<file path="src/rtl/mem_access_unit.sv">
// mem_access_unit: responder for the control unit's MEM command bus.
// Decodes the 3-bit MEM code and runs instruction fetches into MIDR, data
// reads into MDDR and data writes from MDDR against synchronous memories.
// The memories' read latency is hidden behind a busy/done handshake.
module mem_access_unit #(
  parameter int AW     = 16,
  parameter int RD_LAT = 2    // read latency in clock edges, 1..15
) (
  input  logic          clock,
  input  logic          reset,
  input  logic [2:0]    MEM,
  input  logic [AW-1:0] PC,
  input  logic [AW-1:0] AR,
  input  logic          mddr_load,
  input  logic [7:0]    mddr_din,
  output logic [AW-1:0] im_addr,
  input  logic [7:0]    im_rdata,
  output logic [AW-1:0] dm_addr,
  output logic [7:0]    dm_wdata,
  output logic          dm_we,
  input  logic [7:0]    dm_rdata,
  output logic [7:0]    MIDR,
  output logic [7:0]    MDDR,
  output logic          busy,
  output logic          done,
  output logic          cmd_err
);

  // Counter preload; 4 bits covers the full 1..15 latency range.
  localparam logic [3:0] LAT = 4'(RD_LAT);

  localparam logic [2:0] MEM_NONE  = 3'd0;
  localparam logic [2:0] MEM_FETCH = 3'd1;
  localparam logic [2:0] MEM_READ  = 3'd2;
  localparam logic [2:0] MEM_WRITE = 3'd3;

  typedef enum logic [1:0] {
    IDLE    = 2'd0,
    RD_WAIT = 2'd1,
    WR      = 2'd2
  } state_t;

  state_t      r_state;
  state_t      w_state_nxt;
  logic [2:0]  r_mem_prev;
  logic [3:0]  r_cnt;
  logic        r_is_fetch;   // 1: pending read targets MIDR, 0: MDDR

  logic        w_rise;
  logic        w_accept_rd;
  logic        w_accept_wr;
  logic        w_capture;
  logic        w_capture_mddr;
  logic        w_finish_wr;
  logic        w_load_ok;
  logic        w_err;

  // Next-state and per-edge control decode.
  always_comb begin
    w_state_nxt    = r_state;
    w_accept_rd    = 1'b0;
    w_accept_wr    = 1'b0;
    w_capture      = 1'b0;
    w_finish_wr    = 1'b0;
    w_err          = 1'b0;
    // A command is a 0 -> nonzero transition, so a held code runs only once.
    w_rise         = (MEM != MEM_NONE) && (r_mem_prev == MEM_NONE);

    case (r_state)
      IDLE: begin
        if (w_rise) begin
          case (MEM)
            MEM_FETCH, MEM_READ: begin
              w_accept_rd = 1'b1;
              w_state_nxt = RD_WAIT;
            end
            MEM_WRITE: begin
              w_accept_wr = 1'b1;
              w_state_nxt = WR;
            end
            default: w_err = 1'b1;   // reserved codes 4..7
          endcase
        end
      end
      RD_WAIT: begin
        // Any new command while a read is in flight is dropped.
        if (w_rise) w_err = 1'b1;
        // cnt reaches 1 on the RD_LAT-th edge after acceptance.
        if (r_cnt == 4'd1) begin
          w_capture   = 1'b1;
          w_state_nxt = IDLE;
        end
      end
      WR: begin
        if (w_rise) w_err = 1'b1;
        w_finish_wr = 1'b1;
        w_state_nxt = IDLE;
      end
      default: w_state_nxt = IDLE;
    endcase

    // A data-read capture owns MDDR on its edge; a coinciding load is lost.
    w_capture_mddr = w_capture && !r_is_fetch;
    w_load_ok      = mddr_load && !w_capture_mddr;
    if (mddr_load && w_capture_mddr) w_err = 1'b1;
  end

  // State register.
  always_ff @(posedge clock) begin
    if (reset) r_state <= IDLE;
    else       r_state <= w_state_nxt;
  end

  // Handshake, latency counter, write strobe and sticky error.
  always_ff @(posedge clock) begin
    if (reset) begin
      r_mem_prev <= 3'd0;
      r_cnt      <= 4'd0;
      r_is_fetch <= 1'b0;
      busy       <= 1'b0;
      done       <= 1'b0;
      dm_we      <= 1'b0;
      cmd_err    <= 1'b0;
    end else begin
      r_mem_prev <= MEM;
      done       <= 1'b0;
      if (r_state == RD_WAIT) r_cnt <= r_cnt - 4'd1;
      if (w_accept_rd) begin
        r_is_fetch <= (MEM == MEM_FETCH);
        r_cnt      <= LAT;
        busy       <= 1'b1;
      end
      if (w_accept_wr) begin
        dm_we <= 1'b1;
        busy  <= 1'b1;
      end
      if (w_capture || w_finish_wr) begin
        busy <= 1'b0;
        done <= 1'b1;
      end
      if (w_finish_wr) dm_we <= 1'b0;
      if (w_err) cmd_err <= 1'b1;
    end
  end

  // Address, write-data and the MIDR/MDDR registers.
  always_ff @(posedge clock) begin
    if (reset) begin
      im_addr  <= '0;
      dm_addr  <= '0;
      dm_wdata <= 8'd0;
      MIDR     <= 8'd0;
      MDDR     <= 8'd0;
    end else begin
      if (w_accept_rd) begin
        if (MEM == MEM_FETCH) im_addr <= PC;
        else                  dm_addr <= AR;
      end
      if (w_accept_wr) begin
        dm_addr  <= AR;
        dm_wdata <= MDDR;     // pre-edge MDDR, even if a load lands now
      end
      if (w_capture && r_is_fetch) MIDR <= im_rdata;
      if (w_capture_mddr)          MDDR <= dm_rdata;
      else if (w_load_ok)          MDDR <= mddr_din;
    end
  end

endmodule

</file>
<file path="config.mk">
export PLATFORM = sky130hd
export DESIGN_NAME = mem_access_unit
export DESIGN_NICKNAME = d
export VERILOG_FILES = /design/src/rtl/mem_access_unit.sv
export SDC_FILE = /design/constraint.sdc
export NUM_CORES = 1
export LEC_CHECK = 0
export CAP_MARGIN = 20
export CORE_AREA = 2 2 86 88
export CTS_CLUSTER_DIAMETER = 60
export CTS_CLUSTER_SIZE = 30
export DETAILED_ROUTE_END_ITERATION = 16
export DIE_AREA = 0 0 88 90
export GPL_TIMING_DRIVEN = 0
export PLACE_DENSITY_LB_ADDON = 0.15
export SLEW_MARGIN = 10
export SYNTH_ARGS = -nofsm -noshare
export SYNTH_HDL_FRONTEND = slang
export SYNTH_SLANG_ARGS = --single-unit
export TNS_END_PERCENT = 100
</file>
<file path="constraint.sdc">
create_clock -name clock -period 1.8 [get_ports clock]
set_clock_uncertainty 0.05 [all_clocks]
set_input_delay 0.36 -clock clock [delete_from_list [all_inputs] [get_ports clock]]
set_output_delay 0.36 -clock clock [all_outputs]
set_load 0.02 [all_outputs]
</file>
### Register map, names as in the netlist

Other sequential cells in the stronger gray, the rest of the logic in the fainter gray.
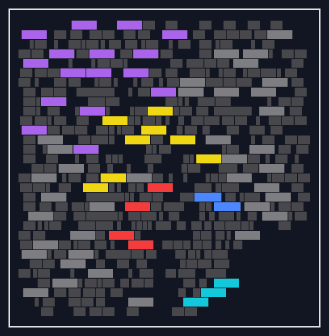
dm_addr -> purple  # placed flops 16
r_state -> blue  # placed flops 2
r_cnt -> red  # placed flops 4
r_mem_prev -> cyan  # placed flops 3
MIDR -> yellow  # placed flops 8, where center
fraction of area in registers: 31.08%
Layout Utilization: 64.34%
area taken by flip-flops and latches: 0.001404 mm^2

### Layout detail

Window x 0 to 50, y 40 to 90 um. Cells in gray, sequential cells in the stronger gray; small squares are vias.
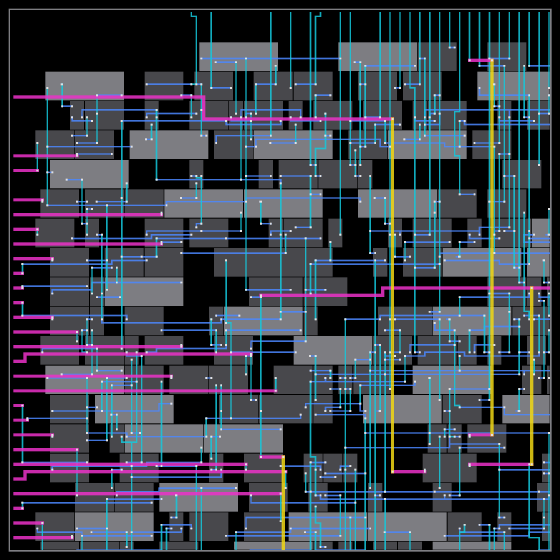
met3 -> magenta
met4 -> yellow
met1 -> blue
met2 -> cyan
netlist names of flops here include = dm_addr (16), MIDR (6), im_addr (4)
most frequent = clkdlybuf4s50_1 (49), dfxtp_1 (27), nor2_1 (19)
cells with their middle in the window = 146
sequential cells in the window = 27

### Gate families picked out

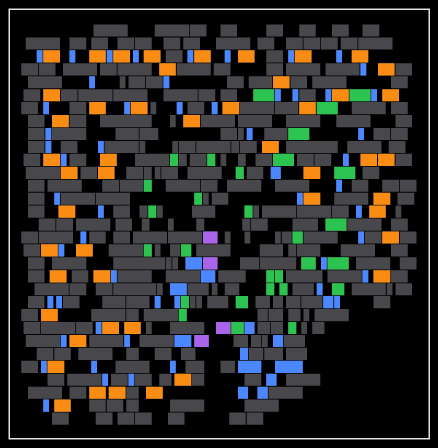
XOR/XNOR gates -> purple  # cells 4
NOR gates -> blue  # cells 66, most used nor2_1, where all over the die
inverting AOI/OAI gates -> green  # cells 29, most used a21oi_1
multiplexers -> orange  # cells 48, most used mux2i_1, where all over the die
Comb/total area: 29.31%
final standard cell count with taps included and fillers excluded: 522
most numerous logic cell after layout: clkdlybuf4s50_1

### Clock nets

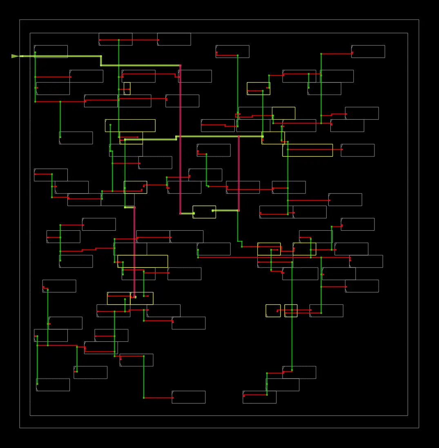
number of buffers added by the clock tree synthesis step: 9
clock sink count: 70
clock buffer count in the final layout: 11

==> flow report <==
==========================================================================
Outcome                                                       finished clean
Combinational Area                                            0.001324 mm^2
Required time at the worst-slack endpoint                          1.39 ns
Count of cells along the worst register-to-register path                 9
GPL Wtd Cong                                                        0.7716
Residual antenna-violating net count after detailed routing              0
CP Max Fanout                                                            3
Chip footprint                                                0.007920 mm^2
Worst reg2reg path endpoint                                   im_addr[15]$_SDFFE_PP0P_
Most frequent logic cells in the routed design                119 x clkdlybuf4s50_1, 68 x dfxtp_1, 52 x nor2_1
Detailed Route WL                                                 6.969 mm
Ordered list of cells on the worst path                       clkdlybuf4s50_1
Synth-to-layout area growth                                         57.23%
Vias in the first global route                                        2438
Insertion delay to the later sink of the worst-skew pair           0.33 ns
Critical path's slowest cell                                  clkdlybuf4s50_1
Tally of OpenROAD warnings                                              30
Total congestion overflow after global routing                           0
Maximum number of buffers from clock root to sink                        2
Critical path arrival                                              1.31 ns
Seq share, synth                                                    48.78%
Clock tree from TritonCTS                                            built
Instance count along the most critical hold path                         2
Reported max-cap violation count                                         0
Total number of tap cells                                               99
Highest Clock Rate                                              0.5807 GHz
==========================================================================
report_power, final:
part	switching [mW]	leakage, nW	total, mW	internal, mW
clock	0.592	0.120	1.55	0.962
sequential	0.0378	0.570	1.64	1.60
combinational	0.230	1.25	0.536	0.306
what timing repair did:
action,CTS,global route
hold buffers,0,0
resized,2,4
setup buffers,0,6
setup endpoints to repair,6,11
gates cloned,0,1
per-stage QoR:
step                instance area (um^2)  hold WS [ns]  setup WS, ns  instances
global placement                    4188        0.3907       -0.1433        499
finish                              4517        0.4090       0.07783        522
CTS                                 4438        0.4117       0.01745        515
detailed placement                  4188        0.4008       -0.1405        499
floorplan                           2873        0.4382        0.1717        281
global route                        4517        0.4259      0.002333        522
flip-flops by register name, summed over array words and instances (netlist names):
| signal | cells |
|---|---|
| MDDR | 8 |
| MIDR | 8 |
| busy | 1 |
| cmd_err | 1 |
| dm_addr | 16 |
| dm_wdata | 8 |
| dm_we | 1 |
| done | 1 |
| im_addr | 16 |
| r_cnt | 4 |
| r_is_fetch | 1 |
| r_mem_prev | 3 |
| r_state | 2 |
synth_stat cells, drive strengths merged (5+ instances only):
cell,n,area (um^2)
dfxtp,70,1401
nand3,8,40.04
buf,9,90.08
nor2b,6,45.04
nor3,5,51.30
a21oi,14,73.82
inv,6,22.52
nor2,53,198.9
mux2i,48,480.5
ha,6,75.07
clkbuf,10,37.54
nand2,12,47.55
a211oi,9,107.6
cells by family after synthesis:
group	synth area share (%)
flip-flops	48.78
multiplexers	16.72
AND/OR/NAND/NOR	17.12
AND-OR/OR-AND	8.320
adder cells (fa/ha/maj)	2.613
XOR/XNOR	1.220
buffers and inverters	5.226
metal layers:
layer	global-route usage [%]	wire [um]
met1	23.14	3053
met2	27.97	3217
met3	6.244	552
met4	7.564	145
met5	0	0
Power is estimated from default activity; no workload was simulated.
